==> config.mk <==
export PLATFORM = sky130hd
export DESIGN_NAME = multicycle_sequencer
export DESIGN_NICKNAME = d
export VERILOG_FILES = /design/src/rtl/multicycle_sequencer.sv
export SDC_FILE = /design/constraint.sdc
export NUM_CORES = 1
export LEC_CHECK = 0
export ABC_CLOCK_PERIOD_IN_PS = 2300
export CAP_MARGIN = 10
export CORE_MARGIN = 5
export CORE_UTILIZATION = 50
export CTS_CLUSTER_DIAMETER = 200
export CTS_CLUSTER_SIZE = 40
export DETAILED_ROUTE_END_ITERATION = 12
export PLACE_DENSITY_LB_ADDON = 0.15
export SLEW_MARGIN = 25
export SYNTH_ARGS = -nofsm -noshare
export SYNTH_HDL_FRONTEND = slang
export SYNTH_SLANG_ARGS = --single-unit
==> constraint.sdc <==
create_clock -name clock -period 2.3 [get_ports clock]
set_input_delay 0.46 -clock clock [delete_from_list [all_inputs] [get_ports clock]]
set_output_delay 0.46 -clock clock [all_outputs]
set_load 0.01 [all_outputs]
==> src/rtl/multicycle_sequencer.sv <==
// -----------------------------------------------------------------------------
// multicycle_sequencer
//
// Multi-cycle CPU stage controller. It steps each instruction through
// FETCH -> DECODE -> EXECUTE -> MEM -> WB and drives one one-hot enable per
// stage. FETCH waits for the instruction memory and MEM waits for the data
// memory. MEM and WB are skipped per instruction when the decoder says they are
// not needed. A wait that lasts too long raises a sticky error and parks the
// sequencer in HALT. A halt request is honoured when an instruction retires.
//
// Ports:
//   clock, reset        clock; asynchronous active-high reset
//   im_ready            instruction memory has returned the instruction
//   dm_ready            data memory access has completed
//   need_mem, need_wb   decoder flags, sampled only in DECODE
//   halt_req            stop after the current instruction retires
//   enable_*            one-hot stage enables (Moore outputs of state)
//   state               FETCH=0 DECODE=1 EXECUTE=2 MEM=3 WB=4 HALT=5
//   retire              high on the final cycle of each instruction
//   instr_count         retired-instruction count, wraps modulo 2^CNT_W
//   halted              high while in HALT
//   timeout_err         sticky wait-timeout flag, cleared only by reset
// -----------------------------------------------------------------------------
module multicycle_sequencer #(
    parameter bit SKIP_MEM       = 1'b1,
    parameter bit SKIP_WB        = 1'b1,
    parameter int TIMEOUT_CYCLES = 16,
    parameter int CNT_W          = 32
) (
    input  logic             clock,
    input  logic             reset,
    input  logic             im_ready,
    input  logic             dm_ready,
    input  logic             need_mem,
    input  logic             need_wb,
    input  logic             halt_req,
    output logic             enable_fetch,
    output logic             enable_decode,
    output logic             enable_execute,
    output logic             enable_memaccess,
    output logic             enable_writeback,
    output logic [2:0]       state,
    output logic             retire,
    output logic [CNT_W-1:0] instr_count,
    output logic             halted,
    output logic             timeout_err
);

    typedef enum logic [2:0] {
        ST_FETCH   = 3'd0,
        ST_DECODE  = 3'd1,
        ST_EXECUTE = 3'd2,
        ST_MEM     = 3'd3,
        ST_WB      = 3'd4,
        ST_HALT    = 3'd5
    } state_t;

    // The wait counter only has to reach TIMEOUT_CYCLES-1.
    localparam int WAIT_W = (TIMEOUT_CYCLES > 1) ? $clog2(TIMEOUT_CYCLES) : 1;
    localparam logic [WAIT_W-1:0] WAIT_LAST =
        WAIT_W'((TIMEOUT_CYCLES > 0) ? TIMEOUT_CYCLES - 1 : 0);

    state_t            state_q;
    state_t            state_d;
    logic              need_mem_q;
    logic              need_wb_q;
    logic [WAIT_W-1:0] wait_cnt;
    logic              wait_inc;
    logic              wait_clr;
    logic              timeout_hit;
    logic              timeout_now;
    logic              go_mem;
    logic              go_wb;

    assign timeout_now = (TIMEOUT_CYCLES > 0) && (wait_cnt == WAIT_LAST);
    assign go_mem      = need_mem_q || !SKIP_MEM;
    assign go_wb       = need_wb_q  || !SKIP_WB;

    always_comb begin
        // NOTE: every signal gets a default before the case statement. A path
        // that leaves one unassigned would infer a latch.
        state_d     = state_q;
        retire      = 1'b0;
        wait_inc    = 1'b0;
        timeout_hit = 1'b0;

        case (state_q)
            ST_FETCH: begin
                if (im_ready) begin
                    state_d = ST_DECODE;
                end else if (timeout_now) begin
                    timeout_hit = 1'b1;
                    state_d     = ST_HALT;
                end else begin
                    wait_inc = 1'b1;
                end
            end
            ST_DECODE: state_d = ST_EXECUTE;
            ST_EXECUTE: begin
                if (go_mem)     state_d = ST_MEM;
                else if (go_wb) state_d = ST_WB;
                else            retire  = 1'b1;
            end
            ST_MEM: begin
                // A MEM visit forced only by SKIP_MEM=0 does not wait for dm_ready.
                if (need_mem_q && !dm_ready) begin
                    if (timeout_now) begin
                        timeout_hit = 1'b1;
                        state_d     = ST_HALT;
                    end else begin
                        wait_inc = 1'b1;
                    end
                end else if (go_wb) begin
                    state_d = ST_WB;
                end else begin
                    retire = 1'b1;
                end
            end
            ST_WB: retire = 1'b1;
            ST_HALT: begin
                if (!halt_req && !timeout_err) state_d = ST_FETCH;
            end
            default: state_d = ST_FETCH;
        endcase

        // halt_req matters only on the cycle the instruction retires.
        if (retire) state_d = halt_req ? ST_HALT : ST_FETCH;
    end

    // The wait counter restarts whenever a waiting state is entered.
    assign wait_clr = (state_d != state_q) &&
                      ((state_d == ST_FETCH) || (state_d == ST_MEM));

    always_ff @(posedge clock or posedge reset) begin
        if (reset) begin
            state_q     <= ST_FETCH;
            need_mem_q  <= 1'b0;
            need_wb_q   <= 1'b0;
            wait_cnt    <= '0;
            timeout_err <= 1'b0;
            instr_count <= '0;
        end else begin
            // NOTE: sequential state uses non-blocking assignments only, so
            // every register samples the values from before this edge.
            state_q <= state_d;
            if (state_q == ST_DECODE) begin
                need_mem_q <= need_mem;
                need_wb_q  <= need_wb;
            end
            if (wait_clr)      wait_cnt <= '0;
            else if (wait_inc) wait_cnt <= wait_cnt + WAIT_W'(1);
            if (timeout_hit)   timeout_err <= 1'b1;
            if (retire)        instr_count <= instr_count + CNT_W'(1);
        end
    end

    assign state            = state_q;
    assign enable_fetch     = (state_q == ST_FETCH);
    assign enable_decode    = (state_q == ST_DECODE);
    assign enable_execute   = (state_q == ST_EXECUTE);
    assign enable_memaccess = (state_q == ST_MEM);
    assign enable_writeback = (state_q == ST_WB);
    assign halted           = (state_q == ST_HALT);

endmodule

layer_met1.png
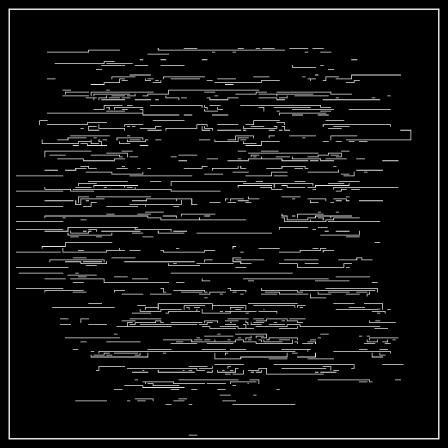
main direction = horizontal
longest straight run = 35.0 um
wire length on this layer = 2340 um
share of all routed wire = 50%
routed vias: 1784
routed wire length: 4730 um
global routing met1 resource utilization: 24.1%

layer_met2.png
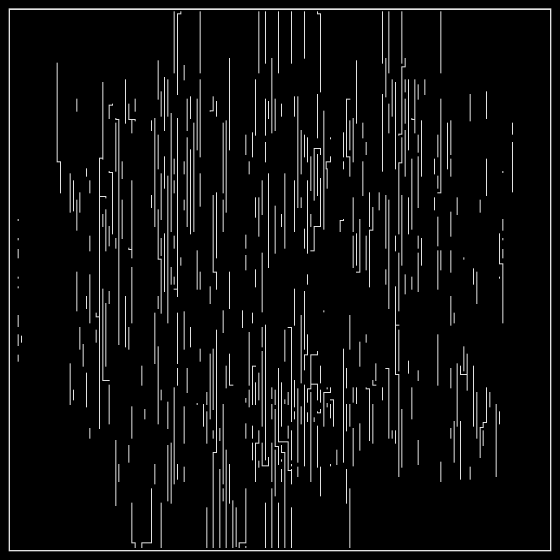
main direction = vertical
longest straight run = 38.2 um
wire length on this layer = 2130 um
nets with wire on the layer = 248
share of all routed wire = 45%

==> notes.md <==
The synthesis and place-and-route flow finished, so here is a summary.

The library cell used most frequently in the layout, excluding fill and tap cells, is sky130_fd_sc_hd__clkdlybuf4s50_1. After routing, the total negative slack on setup checks comes to 0 ns. The data arrival time at the worst-slack endpoint came out at 1.74 ns. The share of flip-flops with an asynchronous set or reset after synthesis is 100%. The area of combinational cells with multiple inputs is 0.00109 sq mm.

The routed design could run at a clock period as short as 2.20 ns. The violation count after the first detailed-route iteration came out at 101. The number of stages on the worst setup path is 3.

Looking at the power breakdown, the clock network takes 18.7% of the total. The final timing report lists a max-slew violation count of 0. The later-pin clock latency in the skew report is 0.29 ns. The area fraction of clock buffers and clock inverters is 3.09%. For the combinational group, total power comes out at 1.12 mW. Data on the critical path is required at its endpoint by 1.84 ns. The number of tap cells added at floorplan is 52.

The area figure in the yosys stat output is 0.00220 sq mm. The number of instances on the worst hold path is 1. The total of fill cells in the finished design is 355. 50 I/O pins were placed. Per the run summary, max-cap violations total 0. TritonCTS built the clock tree. The placed cell area is 0.00286 sq mm.

The number of buffers and inverters on the critical path is 2. The script logs the mean routed wire length per placed instance as 14.3 um. The flip-flop count of the largest register, all copies and words added came out at 32. Each instance of the synthesized netlist takes up on average 10.4 sq um. The fraction of post-synthesis cell area in the top cell type by area came out at 47.7%.

The non-clock inverter count in the final layout is 10. The flip-flop and latch share of the layout cell area came out at 35.6%. The clock transition at the register clock pins on the worst setup and hold paths after CTS is 0.08 ns.

Setup repair after global routing left no endpoint under its margin. The floorplan die height is 76.4 um. Among all cell classes, the greatest summed area belongs to combinational gates.

The count of hold buffers inserted by post-cts repair came out at 0. The number of logic gates is 154. The largest area contributor in the synthesized netlist is sky130_fd_sc_hd__dfrtp_1. In the Yosys report the total cell count is 212. The number of nets in the synthesized netlist is 221. The number of cell instances on the worst register-to-register path is 6.

The sequential-cell power consumption came out at 983 uW. The wire length on met3 came out at 222 um. The length of the first detailed-routing pass in iterations is 4. The global-route layer with the greatest usage is met2.

Of the combinational cells, the family taking the most area is simple AND/OR/NAND/NOR gates. Following the worst setup path forward leads to its endpoint at enable_execute. The CTS buffer count is 5. The capturing element type of the critical path is a primary output. The synthesized-area fraction occupied by adder cells came out at 1.14%. The cell-internal power is 1.68 mW. Non-clock buffering takes up 21.0% of total cell area after layout. The number of vias per cell after detailed routing came out at 5.37. The largest register by flop count is instr_count. Before any placement, the netlist area is recorded as 0.00220 sq mm.

The library cell contributing the largest single delay on the critical path is sky130_fd_sc_hd__clkdlybuf4s50_1. In this run the worst hold path is classified as reg -> reg. By area the synthesized netlist is led by sky130_fd_sc_hd__dfrtp_1 48%, sky130_fd_sc_hd__xor2_1 7.6%, sky130_fd_sc_hd__xnor2_1 5.6%, sky130_fd_sc_hd__nand2_1 2.4%, sky130_fd_sc_hd__nand3_1 2.3%.

The script computed the net switching share of total power as 35.3%. The clock-net power is 483 uW. The first-pass GRT wire length is 8400 um.

The ratio of total power to cell area came out at 876 mW/mm^2. The worst hold slack across all endpoints is 0.474 ns. The flow ran to the end, and the final reports show no timing, DRC or antenna violations. The final critical-path setup slack is 0.0992 ns. STA shows the worst min-delay path finishing at instr_count[31]. The transition time recorded at the tightest slew-check pin is 0.533 ns. Global routing consumed, on the met3 layer, 4.37% of the routing resources. The number of clock buffers in the layout is 7. RePlAce ended its routability-driven mode at a weighted congestion of 0.882. The routed wire length on met2 is 2130 um. The fraction of power consumed by sequential logic came out at 38.0%. Per the final layout report, the fraction of cells sized above drive strength 1 comes to 13.9%. Yosys reports that the most numerous cell types are 42 x sky130_fd_sc_hd__dfrtp_1, 19 x sky130_fd_sc_hd__xor2_1, 14 x sky130_fd_sc_hd__nand2_1, 14 x sky130_fd_sc_hd__xnor2_1, 13 x sky130_fd_sc_hd__nor2_1. Per STA, the worst path accumulates the most delay in the family buffers and inverters. In this run, the synthesized area fraction spent on xor and xnor cells is recorded as 13.1%. The number of enable flip-flop cells came out at 0. Entering global routing, the biggest net connects 43 pins. The setup slack of the most critical reg-to-reg path came out at 0.27 ns. Walking the worst path, the cells encountered are buf_4, nor3b_1, clkdlybuf4s50_1. The detailed router used layers up to and including met4.

The remaining max-slew budget at the tightest pin is 64.5%. The global route total overflow is 0. Looking at the clock tree report, the maximum root-to-sink buffer count equals 2.

The simple-gate share of the synthesized area came out at 24.1%. The count of plain and timing-repair buffers is 66. The CTS log lists the clock sinks for this run as 42.

The CTS H-tree depth is 2. The number of antenna violations at the first check in global routing is 0. Ranked by power, first place goes to combinational logic.

Per the OpenROAD floorplan log, the width of the die is 76.4 um. The number of global-route vias before repair came out at 1833. The number of placement rows came out at 24. The number of setup buffers added after CTS came out at 0. The fraction of the mapped netlist area in compound gates is 9.09%. The most critical setup path has its startpoint at state[2]. The wire-length estimate of the detail-placed layout is 3420 um. The highest clock rate this design can be run at is 454 MHz.

The count of cells in the finished layout, fillers not included, comes to 332. The final power report lists total power as 2.59 mW. STA classifies the critical path startpoint as a register. Looking at the reg2reg group, the worst path ends at instr_count[22].

After detailed routing, the wire length on met1 is 2340 um. The total of cells resized after clock tree synthesis is 0. The combinational power share is 43.4%. Prior to clock tree synthesis, the placed netlist has a worst setup slack of 0.00382 ns.

The total DRC errors in the routed layout is 0. The gate count of the mapped netlist came out at 212. The critical path in this run is classified as reg -> out.

The number of nets still failing antenna checks after routing is 0. The fraction of area in multi-input gates came out at 36.8%. The mux share of post-synthesis cell area came out at 1.93%.

The worst VDD IR drop from the latest analysis is 0.689 mV. The cell chosen for the clock root is sky130_fd_sc_hd__clkbuf_8.
Power and IR drop assume default switching activity.
